### Routing congestion

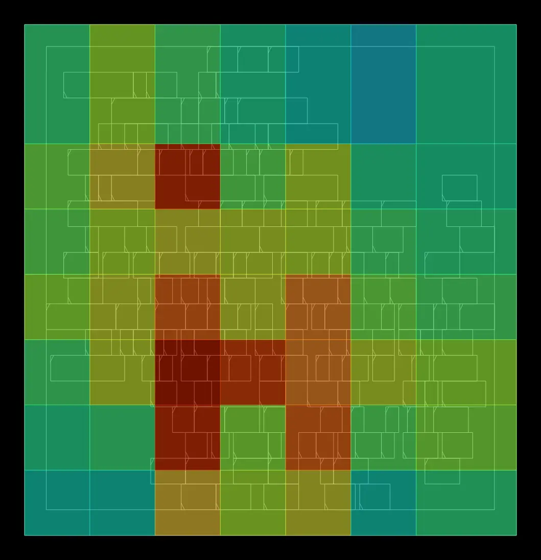
### Clock distribution

Drawn at 12 px/um.
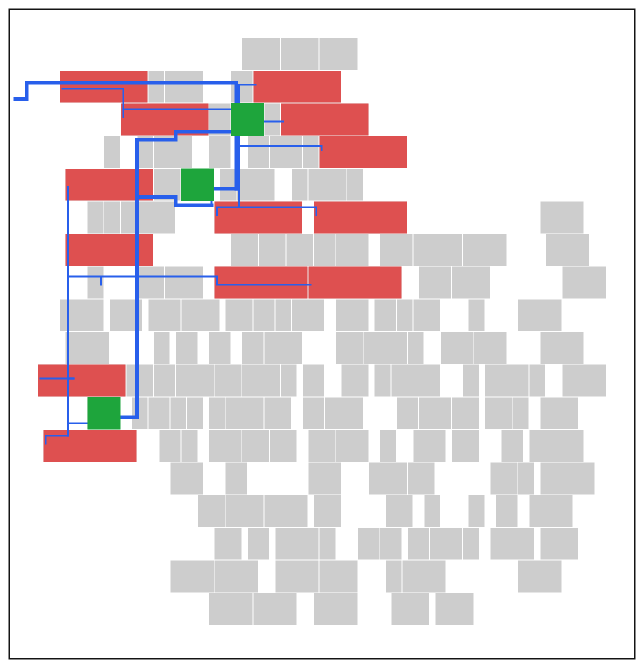
### Wiring by layer

Drawn at 12 px/um. Only two layers are drawn.
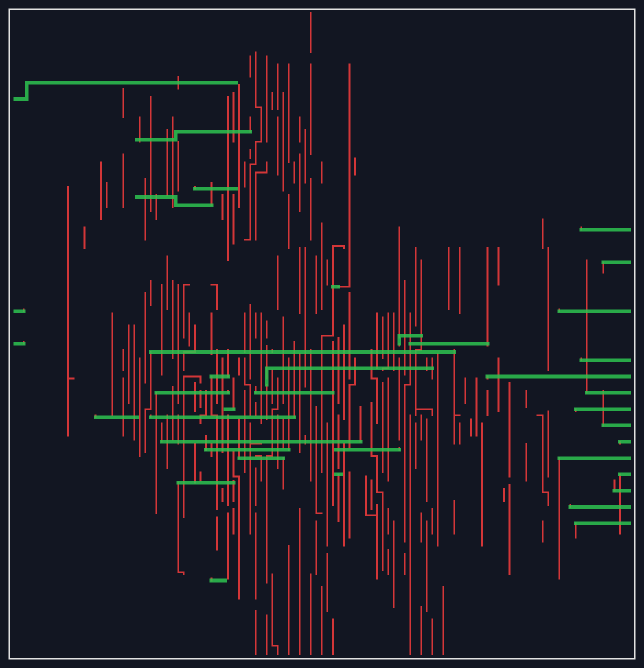
$ cat src/rtl/multicycle_control.sv
// Multicycle MIPS-style control unit (lw, sw, R-type, beq, j, addi).
//
// Ports:
//   clk, rst          rising-edge clock, synchronous active-high reset
//   opcode[5:0]       instruction bits [31:26] from the instruction register
//   zero              ALU zero flag (the datapath does the PC gating itself)
//   mem_ready         shared memory finishes the current access this cycle
//   pc_write .. alu_src_a   1-bit Moore strobes/selects for the datapath
//   alu_src_b[1:0]    00=B, 01=4, 10=sign-ext imm, 11=sign-ext imm<<2
//   alu_op[1:0]       00=add, 01=sub, 10=use funct
//   pc_source[1:0]    00=ALU result, 01=ALUOut, 10=jump target
//   fault             sticky memory-timeout / illegal-opcode flag
//   state[3:0]        current state encoding, for debug
module multicycle_control #(
  parameter int unsigned TIMEOUT = 15
) (
  input  logic       clk,
  input  logic       rst,
  input  logic [5:0] opcode,
  input  logic       zero,
  input  logic       mem_ready,
  output logic       pc_write,
  output logic       pc_write_cond,
  output logic       i_or_d,
  output logic       mem_read,
  output logic       mem_write,
  output logic       ir_write,
  output logic       mem_to_reg,
  output logic       reg_dst,
  output logic       reg_write,
  output logic       alu_src_a,
  output logic [1:0] alu_src_b,
  output logic [1:0] alu_op,
  output logic [1:0] pc_source,
  output logic       fault,
  output logic [3:0] state
);

  typedef enum logic [3:0] {
    FETCH    = 4'd0,
    DECODE   = 4'd1,
    MEM_ADDR = 4'd2,
    MEM_RD   = 4'd3,
    MEM_WB   = 4'd4,
    MEM_WR   = 4'd5,
    R_EXEC   = 4'd6,
    R_WB     = 4'd7,
    BRANCH   = 4'd8,
    JUMP     = 4'd9,
    I_EXEC   = 4'd10,
    I_WB     = 4'd11,
    HALT     = 4'd12
  } state_t;

  localparam logic [5:0] OP_LW    = 6'b100011;
  localparam logic [5:0] OP_SW    = 6'b101011;
  localparam logic [5:0] OP_RTYPE = 6'b000000;
  localparam logic [5:0] OP_BEQ   = 6'b000100;
  localparam logic [5:0] OP_J     = 6'b000010;
  localparam logic [5:0] OP_ADDI  = 6'b001000;

  localparam logic [7:0] TIMEOUT_W = 8'(TIMEOUT);

  state_t     state_reg, state_next;
  logic [7:0] wait_cnt_reg, wait_cnt_next;
  logic       fault_reg, fault_next;
  logic       in_wait;

  // The branch decision is made in the datapath; zero is kept on the port
  // for interface completeness only.
  logic unused_zero;
  assign unused_zero = zero;

  always_ff @(posedge clk) begin
    if (rst) begin
      state_reg    <= FETCH;
      wait_cnt_reg <= '0;
      fault_reg    <= 1'b0;
    end else begin
      state_reg    <= state_next;
      wait_cnt_reg <= wait_cnt_next;
      fault_reg    <= fault_next;
    end
  end

  always_comb begin
    state_next    = state_reg;
    fault_next    = fault_reg;
    wait_cnt_next = '0;
    in_wait       = 1'b0;
    case (state_reg)
      FETCH: begin
        in_wait = 1'b1;
        if (mem_ready) state_next = DECODE;
      end
      DECODE: begin
        case (opcode)
          OP_LW, OP_SW: state_next = MEM_ADDR;
          OP_RTYPE:     state_next = R_EXEC;
          OP_BEQ:       state_next = BRANCH;
          OP_J:         state_next = JUMP;
          OP_ADDI:      state_next = I_EXEC;
          default: begin
            state_next = HALT;
            fault_next = 1'b1;
          end
        endcase
      end
      MEM_ADDR: begin
        // opcode should not change mid-instruction; treat it as illegal if it does
        if (opcode == OP_LW)      state_next = MEM_RD;
        else if (opcode == OP_SW) state_next = MEM_WR;
        else begin
          state_next = HALT;
          fault_next = 1'b1;
        end
      end
      MEM_RD: begin
        in_wait = 1'b1;
        if (mem_ready) state_next = MEM_WB;
      end
      MEM_WB: state_next = FETCH;
      MEM_WR: begin
        in_wait = 1'b1;
        if (mem_ready) state_next = FETCH;
      end
      R_EXEC: state_next = R_WB;
      R_WB:   state_next = FETCH;
      BRANCH: state_next = FETCH;
      JUMP:   state_next = FETCH;
      I_EXEC: state_next = I_WB;
      I_WB:   state_next = FETCH;
      HALT:   state_next = HALT;
      default: begin
        state_next = HALT;
        fault_next = 1'b1;
      end
    endcase

    // A stalled memory state counts up; a ready access always wins over the
    // timeout, and every other state leaves the counter cleared.
    if (in_wait && !mem_ready) begin
      if (wait_cnt_reg == TIMEOUT_W) begin
        state_next = HALT;
        fault_next = 1'b1;
      end else begin
        wait_cnt_next = wait_cnt_reg + 8'd1;
      end
    end
  end

  always_comb begin
    pc_write      = 1'b0;
    pc_write_cond = 1'b0;
    i_or_d        = 1'b0;
    mem_read      = 1'b0;
    mem_write     = 1'b0;
    ir_write      = 1'b0;
    mem_to_reg    = 1'b0;
    reg_dst       = 1'b0;
    reg_write     = 1'b0;
    alu_src_a     = 1'b0;
    alu_src_b     = 2'b00;
    alu_op        = 2'b00;
    pc_source     = 2'b00;
    case (state_reg)
      FETCH: begin
        mem_read  = 1'b1;
        alu_src_b = 2'b01;
        ir_write  = mem_ready;
        pc_write  = mem_ready;
      end
      DECODE: alu_src_b = 2'b11;
      MEM_ADDR, I_EXEC: begin
        alu_src_a = 1'b1;
        alu_src_b = 2'b10;
      end
      MEM_RD: begin
        mem_read = 1'b1;
        i_or_d   = 1'b1;
      end
      MEM_WB: begin
        reg_write  = 1'b1;
        mem_to_reg = 1'b1;
      end
      MEM_WR: begin
        mem_write = 1'b1;
        i_or_d    = 1'b1;
      end
      R_EXEC: begin
        alu_src_a = 1'b1;
        alu_op    = 2'b10;
      end
      R_WB: begin
        reg_write = 1'b1;
        reg_dst   = 1'b1;
      end
      BRANCH: begin
        alu_src_a     = 1'b1;
        alu_op        = 2'b01;
        pc_write_cond = 1'b1;
        pc_source     = 2'b01;
      end
      JUMP: begin
        pc_write  = 1'b1;
        pc_source = 2'b10;
      end
      I_WB: reg_write = 1'b1;
      default: ;
    endcase

    // Reset masks every state-changing strobe before the register clears.
    if (rst) begin
      pc_write      = 1'b0;
      pc_write_cond = 1'b0;
      mem_read      = 1'b0;
      mem_write     = 1'b0;
      ir_write      = 1'b0;
      reg_write     = 1'b0;
    end
  end

  assign fault = fault_reg;
  assign state = state_reg;

endmodule

$ cat config.mk
export PLATFORM = sky130hd
export DESIGN_NAME = multicycle_control
export DESIGN_NICKNAME = d
export VERILOG_FILES = /design/src/rtl/multicycle_control.sv
export SDC_FILE = /design/constraint.sdc
export NUM_CORES = 1
export LEC_CHECK = 0
export CORE_AREA = 2 2 50 52
export DETAILED_ROUTE_END_ITERATION = 10
export DIE_AREA = 0 0 52 54
export HOLD_SLACK_MARGIN = 0.03
export PLACE_DENSITY = 0.82
export SETUP_SLACK_MARGIN = 0.1
export SLEW_MARGIN = 10
export SYNTH_ARGS = -nofsm -noshare
export SYNTH_HDL_FRONTEND = slang
export SYNTH_SLANG_ARGS = --single-unit
$ cat constraint.sdc
create_clock -name clk -period 2.3 [get_ports clk]
set_input_delay 0.46 -clock clk [delete_from_list [all_inputs] [get_ports clk]]
set_output_delay 0.46 -clock clk [all_outputs]
set_load 0.01 [all_outputs]
==> results.toml <==
# generated from flow reports
[outcome]
status = "completed"

[yosys]
synth_cells = 133
flop_cell = "dfxtp_1"
ys_cells = 133
syn_area_sq_um = 965.9
xor_share_pct = 6.347
top_cells_by_area = "dfxtp_1 (27%), nor2_1 (8.9%), nand2b_1 (4.5%)"
synth_top_cell_by_count = "nor2_1"

[layout]
area_growth_syn_to_layout_pct = 37.18

[global_route]
grt_pass1_wl_um = 4119

[final_timing]
fin_crit_sh_pct = 92.37
setup_ws_ps = 175.4

[cts]
cts-buffers-inserted = 3
tritoncts = "yes"

[routing]
drc_errors = 0
avgViaCountPerCell = 5.565

[critical_path]
cp_top_family = "buffers and inverters"
ff2ff_path_depth = 5
r2r_slack_ps = 450

[floorplanning]
dieWidth_um = 52

[job]
maxCapViolCount = 0

[pwr]
peakVddDrop_mv = 0.3523

[worst_hold_path]
min_to = "wait_cnt_reg[0]"
Back to the opening pictures, 'Routing congestion':
Overall Global Routing Usage: 19.53%
met1 usage: 25.04%

Back to the opening pictures, 'Clock distribution':
legend:
  red:
    item: flip-flops
    count: 13
  green:
    item: clock-net drivers
    count: 3
  blue:
    item: clock wires
    length: 180 um
routed clock nets: 4
Late-Pin Clk Latency: 280 ps
Clock power frac: 25.6%

Back to the opening pictures, 'Wiring by layer':
legend:
  red:
    layer: M2
    wire_length: 1160 um
  green:
    layer: M3
    wire_length: 215 um
Vias: 1074
WL final: 2547 um
DR WL/cell: 13.20 um

==> worst max-delay path by stage <==
| stage | depth (start not counted) | slack [ps] | to |
|---|---|---|---|
| after global placement | 6 | -130 | pc_write |
| final | 5 | 180 | alu_src_a |
| after floorplan | 6 | 490 | reg_write |
| after global routing | 5 | 100 | alu_src_a |
| after detailed placement | 6 | -140 | pc_write |
| after CTS | 5 | 120 | alu_src_a |
==> power groups by stage <==
stage / sequential [uW] / combinational, uW / clock [uW]
final: 245 / 169 / 143
after global routing: 246 / 185 / 153
after detailed placement: 249 / 172 / 0
after CTS: 245 / 169 / 145
after floorplan: 247 / 97.1 / 0
after global placement: 249 / 169 / 0
==> metal layers <==
| layer | GRT usage, % | wire length [um] | part of all wire, % | vias up |
|---|---|---|---|---|
| met5 | 0 | 0 | 0 | - |
| met4 | 9.649 | 61 | 2.4 | 0 |
| met3 | 4.167 | 215 | 8.4 | 10 |
| met2 | 31.01 | 1157 | 45 | 53 |
| met1 | 25.04 | 1112 | 44 | 467 |
| li1 | - | - | - | 544 |
==> layout by cell type, fill, tap and decap left out, types with 5 or more instances in the layout <==
cell type	netlist	routed
nor2_1	23	22
clkdlybuf4s50_1	0	20
dfxtp_1	13	9
nor3_1	8	8
nand2_1	9	8
a21oi_1	8	8
buf_4	2	8
nand2b_1	7	7
dlygate4sd2_1	0	6
nand3_1	5	5
==> metrics by stage <==
step                      cell area [sq um]  cells
after floorplan                       965.9    133
after global placement                 1290    189
after detailed placement               1290    189
after CTS                              1318    193
after global routing                   1325    193
final                                  1325    193
==> cell type report <==
class                           instances  area share (%)
Sequential cell                        13           20.02
Inverter                                2          0.5666
Tap cell                               30           2.833
Multi-Input combinational cell        107           48.44
Clock buffer                            4           1.983
Timing Repair Buffer                   37           26.16
No activity file was given, so power comes from the tool's default toggle rates.
